Fig. 1: metal 2
Scale: 2 px per um. Cells faint in the background.
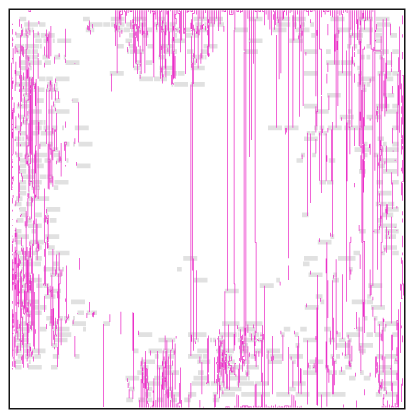
Fig. 2: routed metal, one color a layer
Scale: 3 px per um. Two of the layers only.
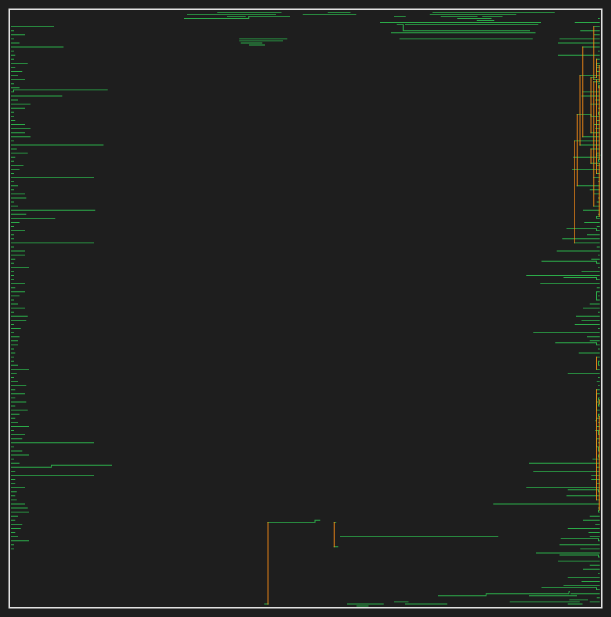
Fig. 3: a small window of the routed layout
Window x 138 to 158, y 139 to 159 um. Cells in gray, sequential cells in the stronger gray; small squares are vias.
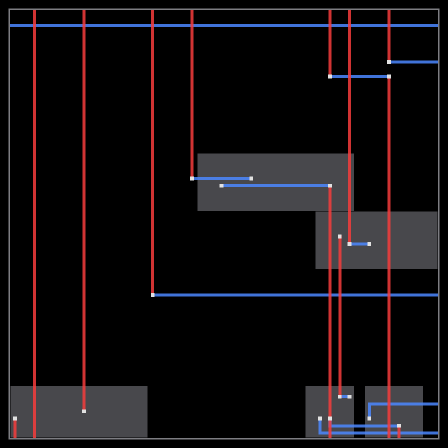
Fig. 4: clock routing
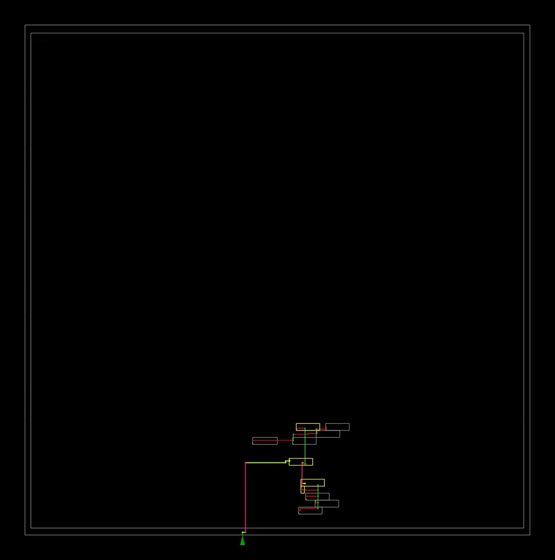
### src/rtl/mem_port_arbiter.sv
// mem_port_arbiter: shares one single-port unified memory between the
// instruction-fetch port (I) and the load/store port (D) of the core.
//
// Only one read may be outstanding. Stores complete in their grant cycle.
// Read data comes back a fixed LAT cycles after the read is accepted.
// LAT must lie in 1..15 so that it fits the 4-bit latency counter.
//
//   state  | meaning
//   -------+----------------------------------------------------------
//   S_IDLE | no read outstanding; memory can accept an access
//   S_WAIT | read outstanding; cnt_q counts down to the data cycle,
//          | and the cycle with cnt_q == 1 is the return cycle (ready)
module mem_port_arbiter #(
    parameter int ADDR_W    = 64,
    parameter int DATA_W    = 64,
    parameter int INSTR_W   = 32,
    parameter int MEMTYPE_W = 3,
    parameter int LAT       = 1
) (
    input  logic                 clk,
    input  logic                 reset,

    input  logic                 i_req,
    input  logic [ADDR_W-1:0]    i_addr,
    output logic                 i_gnt,
    output logic                 i_rvalid,
    output logic [INSTR_W-1:0]   i_rdata,

    input  logic                 d_req,
    input  logic                 d_we,
    input  logic [MEMTYPE_W-1:0] d_type,
    input  logic [ADDR_W-1:0]    d_addr,
    input  logic [DATA_W-1:0]    d_wdata,
    output logic                 d_gnt,
    output logic                 d_rvalid,
    output logic [DATA_W-1:0]    d_rdata,

    output logic                 m_req,
    output logic                 m_we,
    output logic [MEMTYPE_W-1:0] m_type,
    output logic [ADDR_W-1:0]    m_addr,
    output logic [DATA_W-1:0]    m_wdata,
    input  logic [DATA_W-1:0]    m_rdata
);

    typedef enum logic {
        S_IDLE = 1'b0,
        S_WAIT = 1'b1
    } state_t;

    localparam logic [3:0]           LAT_CNT   = 4'(LAT);
    localparam logic [MEMTYPE_W-1:0] WORD_TYPE = 3'b010;

    state_t     state_q, state_d;
    logic [3:0] cnt_q, cnt_d;
    // owner_q: 0 = I, 1 = D (port whose read is outstanding)
    logic       owner_q, owner_d;
    // rr_q records which port was granted last, encoded as 1 = I and 0 = D.
    // Resetting it to 1 therefore makes D win the first tie after reset.
    logic       rr_q, rr_d;

    logic       ret_cyc;
    logic       ready;
    logic       rd_gnt;

    assign ret_cyc = (state_q == S_WAIT) && (cnt_q == 4'd1);
    assign ready   = (state_q == S_IDLE) || ret_cyc;

    // Round-robin arbitration; grants are forced low while reset is asserted
    // so nothing reaches the memory during reset.
    always_comb begin
        i_gnt = 1'b0;
        d_gnt = 1'b0;
        if (reset && ready) begin
            if (i_req && d_req) begin
                d_gnt = rr_q;
                i_gnt = !rr_q;
            end else begin
                i_gnt = i_req;
                d_gnt = d_req;
            end
        end
    end

    assign rd_gnt = i_gnt || (d_gnt && !d_we);

    // Memory request mux: zero on the bus whenever nothing is granted.
    always_comb begin
        m_req   = 1'b0;
        m_we    = 1'b0;
        m_type  = '0;
        m_addr  = '0;
        m_wdata = '0;
        if (d_gnt) begin
            m_req   = 1'b1;
            m_we    = d_we;
            m_type  = d_type;
            m_addr  = d_addr;
            m_wdata = d_wdata;
        end else if (i_gnt) begin
            m_req   = 1'b1;
            m_we    = 1'b0;
            m_type  = WORD_TYPE;
            m_addr  = i_addr;
            m_wdata = d_wdata;
        end
    end

    // Read return: data path is combinational, qualified by the owner's rvalid.
    assign i_rvalid = ret_cyc && !owner_q;
    assign d_rvalid = ret_cyc && owner_q;
    assign i_rdata  = m_rdata[INSTR_W-1:0];
    assign d_rdata  = m_rdata;

    // Next-state: a read grant (even in the return cycle) reloads the
    // latency counter; otherwise WAIT counts down and drops back to IDLE.
    always_comb begin
        state_d = state_q;
        cnt_d   = cnt_q;
        owner_d = owner_q;
        rr_d    = rr_q;
        if (i_gnt || d_gnt) begin
            rr_d = i_gnt;
        end
        if (rd_gnt) begin
            state_d = S_WAIT;
            cnt_d   = LAT_CNT;
            owner_d = d_gnt;
        end else if (state_q == S_WAIT) begin
            if (ret_cyc) begin
                state_d = S_IDLE;
                cnt_d   = 4'd0;
            end else begin
                cnt_d = cnt_q - 4'd1;
            end
        end
    end

    // State registers; reset discards any outstanding read.
    always_ff @(posedge clk or negedge reset) begin
        if (!reset) begin
            state_q <= S_IDLE;
            cnt_q   <= 4'd0;
            owner_q <= 1'b0;
            rr_q    <= 1'b1;
        end else begin
            state_q <= state_d;
            cnt_q   <= cnt_d;
            owner_q <= owner_d;
            rr_q    <= rr_d;
        end
    end

endmodule

### config.mk
export PLATFORM = sky130hd
export DESIGN_NAME = mem_port_arbiter
export DESIGN_NICKNAME = d
export VERILOG_FILES = /design/src/rtl/mem_port_arbiter.sv
export SDC_FILE = /design/constraint.sdc
export NUM_CORES = 1
export LEC_CHECK = 0
export CAP_MARGIN = 20
export CORE_AREA = 2 2 195 197
export CTS_BUF_LIST = sky130_fd_sc_hd__clkbuf_16
export CTS_CLUSTER_DIAMETER = 100
export CTS_CLUSTER_SIZE = 10
export DETAILED_ROUTE_END_ITERATION = 12
export DIE_AREA = 0 0 197 199
export MAX_ROUTING_LAYER = met4
export PLACE_DENSITY = 0.36
export SKIP_CTS_REPAIR_TIMING = 1
export SLEW_MARGIN = 20
export SYNTH_ARGS = -nofsm -noshare
export SYNTH_HDL_FRONTEND = slang
export SYNTH_SLANG_ARGS = --single-unit
### constraint.sdc
create_clock -name clk -period 2.8 [get_ports clk]
set_input_delay 0.56 -clock clk [delete_from_list [all_inputs] [get_ports clk]]
set_output_delay 0.56 -clock clk [all_outputs]
set_load 0.05 [all_outputs]
==> run_results.csv <==
group,metric,value,unit
drt,vias,3740,
run_status,status,"complete, no violations",
worst_setup_path,slowest_stage,"dfrtp_1",
cts,cts_root_buf,"clkbuf_16",
final_layout,inverters,5,
logic_synthesis,synth_area,2630,um^2
final_timing,fin_skew,0.00127,ns
place,post-dp-hpwl,18.0,mm
worst_setup_path,crit_path_max_incr_delay,0.37,ns
drt,wl_met2,10.8,mm
logic_synthesis,edf_count,0,
logic_synthesis,yosysTopAreaCellShare,27.7,%
final_layout,drive_gt1_share,30.0,%
final_layout,lay_top_cells,"197 x clkdlybuf4s50_1, 147 x buf_12, 67 x and2_1",
worst_setup_path,crit_cells,9,
global_route,top_usage_layer,"met2",
worst_setup_path,crit_chain,"inv_1 > ha_2 > nor3b_4 > buf_4 > o21ai_4 > buf_12 > buf_4 > nor2_1 > buf_12",
final_layout,combGateArea,1550,um^2
floorplanning,rows,71,
cts,cts_tree,"built",
job,tool_warnings,28,
worst_hold_path,hp-class,"register to register",
worst_setup_path,worstSetupEndpointType,"output port",
logic_synthesis,ys_sh_aoi,26.5,%
drt,met3WireLength,2.06,mm
final_layout,clockBufferCount,3,
worst_setup_path,critPathTopFamily,"buffers and inverters",
worst_setup_path,reg2reg_from,"cnt_q[1]",
final_timing,hold-worst-slack,0.497,ns
pwr,power.switching,2.35,mW
drt,drt-total-wl,21.6,mm
worst_setup_path,required,2.24,ns
final_layout,largest_class,"buffers",
global_route,grt_pass1_wl,28.8,mm
place,dp.cells,1080,
logic_synthesis,ys_sh_xor,0,%
final_layout,antenna_cells,2,
pwr,power.total,4.63,mW
logic_synthesis,topCombFamilyByArea,"buffers and inverters",
final_timing,period_used_share,95.6,%
logic_synthesis,ff_type,"dfrtp_1",
place,dpl-instance-area,7350,um^2
drt,wire_per_inst,19.8,um
final_timing,setup_viol,0,
global_route,grt_antenna_before_repair,2,
final_timing,fin_ws,0.122,ns
logic_synthesis,ys.flops,7,
drt,top_layer,"met4",
global_route,grt_pass1_vias,4051,
worst_setup_path,critical_path_class,"register to output port",
final_layout,comb_area_share,20.6,%
global_route,grt_overflow,0,
place,portBuffers,336,
pwr,power_leader,"combinational cells",
place,gp_congestion,0.709,
floorplanning,n_tap_cell,474,
logic_synthesis,ys_top_cells_by_count,"97 x buf_4, 67 x and2_1, 66 x nor2_1",
final_timing,period_needed,2.68,ns
pwr,pwr-share-comb,90.3,%
floorplanning,dieHeight,199,um
worst_setup_path,critPathMaxFanout,8,
cts,cts.clk_slew.worst_paths,0.03,ns
drt,viasPerCell,3.43,
final_timing,fin_tns_setup,0,ns
final_layout,regMostFlops,"cnt_q",
final_timing,rsz0062_at_grt,"yes",
pwr,intPower,2.27,mW
worst_setup_path,critPathCapture,"m_addr[7]",
final_layout,buffers,366,
final_timing,relSlewSlack,75.4,%
final_timing,clock.fmax,373,MHz
final_layout,synthToLayoutAreaGrowth,187,%
final_layout,ff_latch_area,176,um^2
global_route,grt_start_max_net_pins,66,
floorplanning,chip_area,39200,um^2
logic_synthesis,yosysChipArea,2630,um^2
pwr,p_comb,4.18,mW
logic_synthesis,syn_inst,377,
logic_synthesis,ys_async_sr_fraction,100,%
global_route,grt_use_met2,18.2,%
final_layout,buf_share,67.8,%
pwr,power_frac_clock,5.1,%
drt,remaining_drc_errors,0,
logic_synthesis,most_common_cell,"buf_4",
drt,wl_met1,8.34,mm
pwr,ir_worst_vdd,219,uV
final_layout,nFillCells,4053,
final_layout,seq_share,2.34,%
global_route,use_met1,11.7,%
Back to the opening pictures, Fig. 1:
share of all routed wire = 50%
wire length on this layer = 10800 um
nets with wire on the layer = 763

Back to the opening pictures, Fig. 2:
orange -> metal 4  # wire length 387 um
green -> metal 3  # wire length 2060 um

Back to the opening pictures, Fig. 3:
red -> metal 2
blue -> metal 1
cells with their middle in the window = 5
sequential cells in the window = 0
most frequent = buf_12 (3), and2_1 (1), buf_4 (1)

Back to the opening pictures, Fig. 4:
seq_cells: 7
Clock Latency Late Sink: 0.23 ns
total number of clock tree sinks: 7
clk pwr: 0.237 mW

Power figures rest on the tool's default switching activity, not on a simulated workload.
